### config.mk
export PLATFORM = sky130hd
export DESIGN_NAME = fifo_drain_packer
export DESIGN_NICKNAME = d
export VERILOG_FILES = /design/src/rtl/fifo_drain_packer.sv
export SDC_FILE = /design/constraint.sdc
export NUM_CORES = 1
export LEC_CHECK = 0
export CORE_MARGIN = 4
export CORE_UTILIZATION = 45
export CTS_CLUSTER_SIZE = 40
export DETAILED_ROUTE_END_ITERATION = 8
export GPL_TIMING_DRIVEN = 0
export MAX_ROUTING_LAYER = met4
export PLACE_DENSITY = 0.76
export RECOVER_POWER = 50
export SYNTH_ARGS = -nofsm -noshare
export SYNTH_HDL_FRONTEND = slang
export SYNTH_SLANG_ARGS = --single-unit
export TNS_END_PERCENT = 10
### constraint.sdc
create_clock -name clk -period 2.3 [get_ports clk]
set_clock_uncertainty 0.15 [all_clocks]
set_input_delay 0.69 -clock clk [delete_from_list [all_inputs] [get_ports clk]]
set_output_delay 0.69 -clock clk [all_outputs]
set_load 0.01 [all_outputs]
### src/rtl/fifo_drain_packer.sv
// rtl/fifo_drain_packer.sv - drains a synchronous FIFO and packs word pairs into double-width output words
// Optional partial flush of a stranded low half is enabled by defining PACKER_FLUSH_EN.
module fifo_drain_packer #(
  parameter int FIFO_WIDTH   = 16,
  parameter int FLUSH_CYCLES = 8
) (
  input  logic                    clk,
  input  logic                    rst,
  input  logic                    fifo_empty,
  input  logic [FIFO_WIDTH-1:0]   fifo_data_out,
  output logic                    fifo_rd_en,
  output logic [2*FIFO_WIDTH-1:0] m_data,
  output logic                    m_valid,
  input  logic                    m_ready,
  output logic                    m_partial,
  output logic [15:0]             word_cnt
);

  if (FLUSH_CYCLES < 1) begin : g_bad_flush_cycles
    $error("FLUSH_CYCLES must be at least 1");
  end

  logic [FIFO_WIDTH-1:0]   lo_q;
  logic                    have_lo_q;
  logic                    inflight_q;
  logic [2*FIFO_WIDTH-1:0] data_q;
  logic                    valid_q;
  logic [15:0]             word_cnt_q;

  logic capture_lo;
  logic complete;
  logic accept;
  logic out_free;
  logic lo_survives;
  logic flush;

  always_comb begin
    capture_lo  = inflight_q && !have_lo_q;
    complete    = inflight_q && have_lo_q;
    accept      = valid_q && m_ready;
    out_free    = !valid_q || m_ready;
    // Occupancy is judged after this cycle's capture/pairing, so a pair completing
    // now frees both slots and back-to-back reads continue at full rate.
    lo_survives = inflight_q ^ have_lo_q;
    fifo_rd_en  = !rst && !fifo_empty && (!lo_survives || out_free);
  end

`ifdef PACKER_FLUSH_EN
  localparam int IDLE_W = $clog2(FLUSH_CYCLES + 1);

  logic [IDLE_W-1:0] idle_q;
  logic              idle_cond;
  logic              partial_q;

  always_comb begin
    idle_cond = have_lo_q && !inflight_q && fifo_empty;
    flush     = idle_cond && (idle_q >= IDLE_W'(FLUSH_CYCLES)) && out_free;
  end

  // Saturates at FLUSH_CYCLES while the output is still busy.
  always_ff @(posedge clk) begin
    if (rst) begin
      idle_q <= '0;
    end else if (flush || !idle_cond) begin
      idle_q <= '0;
    end else if (idle_q < IDLE_W'(FLUSH_CYCLES)) begin
      idle_q <= idle_q + 1'b1;
    end
  end

  always_ff @(posedge clk) begin
    if (rst) begin
      partial_q <= 1'b0;
    end else if (flush) begin
      partial_q <= 1'b1;
    end else if (complete) begin
      partial_q <= 1'b0;
    end
  end

  assign m_partial = partial_q;
`else
  assign flush     = 1'b0;
  assign m_partial = 1'b0;
`endif

  always_ff @(posedge clk) begin
    if (rst) begin
      lo_q       <= '0;
      have_lo_q  <= 1'b0;
      inflight_q <= 1'b0;
      data_q     <= '0;
      valid_q    <= 1'b0;
      word_cnt_q <= '0;
    end else begin
      inflight_q <= fifo_rd_en;

      if (capture_lo) begin
        lo_q      <= fifo_data_out;
        have_lo_q <= 1'b1;
      end else if (complete || flush) begin
        have_lo_q <= 1'b0;
      end

      if (complete) begin
        data_q  <= {fifo_data_out, lo_q};
        valid_q <= 1'b1;
      end else if (flush) begin
        data_q  <= {{FIFO_WIDTH{1'b0}}, lo_q};
        valid_q <= 1'b1;
      end else if (accept) begin
        valid_q <= 1'b0;
      end

      if (accept) begin
        word_cnt_q <= word_cnt_q + 16'd1;
      end
    end
  end

  assign m_data   = data_q;
  assign m_valid  = valid_q;
  assign word_cnt = word_cnt_q;

endmodule
==> run summary <==
DR WL/cell - 13.5 um
Worst min-delay path startpoint - word_cnt[15]
DR DRC count - 0
Root buffer cell - clkbuf_8
Routed length on met2 - 2.56 mm
Number of fill cells - 491
Number of logic gates - 169
Mux area share - 0.189
M3 GR Usage - 0.0476
First-pass GRT wire length - 9.25 mm
Post-synth top area share - 0.529
Full die area - 0.00690 mm2
GRT met2 Usage - 0.265
Top cells by count - dfxtp_1, nor2_1, mux2i_1
Pwr/cell area - 661 mW/mm2
Status - complete, no violations
Synth Area in XOR/XNOR - 0.0345
Simple-gate share of the synthesized area - 0.163
Comb area share - 0.316
Count leader, synth - dfxtp_1
YS chip area - 0.00254 mm2
Initial antenna violation count - 0
Vias per cell - 4.90
Post-layout nets - 358
## power by group
part,internal (uW),switching [uW],total (uW)
Clock,554,400,954
Sequential,1180,13.2,1200
Combinational,78.7,74.9,154
## worst max-delay path, cell delays in order
cell	delay (ns)
buf_2	0.13
or2b_4	0.26
o21a_1	0.17
buf_2	0.13
## metrics by stage
stage / TNS [ns] / instance area, um2 / power (uW) / util
floorplan: 0 / 2540 / 1300 / -
global placement: -2.06 / 3310 / 1380 / 0.604
detailed placement: -2.35 / 3310 / 1380 / 0.604
CTS: 0 / 3500 / 2330 / 0.640
global route: 0 / 3490 / 2400 / 0.637
finish: 0 / 3490 / 2310 / 0.637
## registers in the layout (all words and copies together), names as in the netlist
name        flops
lo_q           16
have_lo_q       1
word_cnt       16
m_data         32
m_valid         1
inflight_q      1
pdn.png
Pins as bars on the die edge. Tap cells in gray.
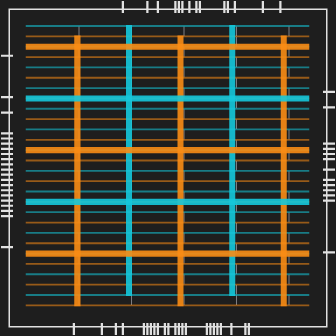
legend:
  orange:
    net: VSS
  cyan:
    net: VDD
met5 straps: 5
met1 rails: 28
chip width: 83.1 um
peak supply drop: 508 uV
CORE AREA: 0.00547 mm2

cell_classes.png
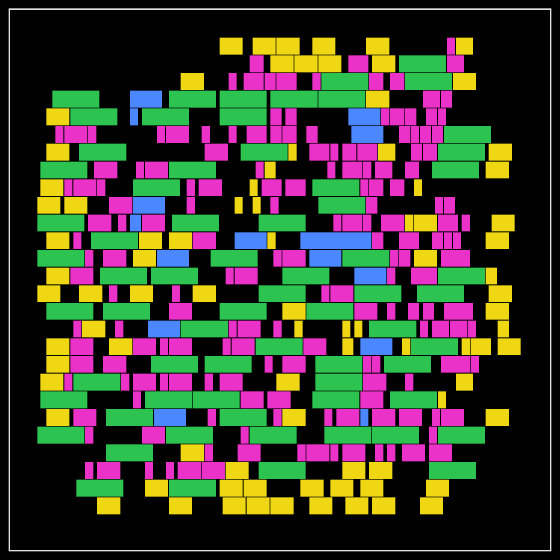
legend:
  yellow:
    class: other buffers and delay cells
    cells: 86
    share_of_their_area: 22%
  magenta:
    class: all other logic
    cells: 171
    share_of_their_area: 33%
  blue:
    class: clock drivers and dummy loads
    cells: 15
    share_of_their_area: 5.7%
  green:
    class: flip-flops
    cells: 67
    share_of_their_area: 39%
sequential cell area share: 0.385
Design Area, Final: 0.00349 mm2
final core utilization: 0.637
Rows: 27

Power is estimated from default activity; no workload was simulated.
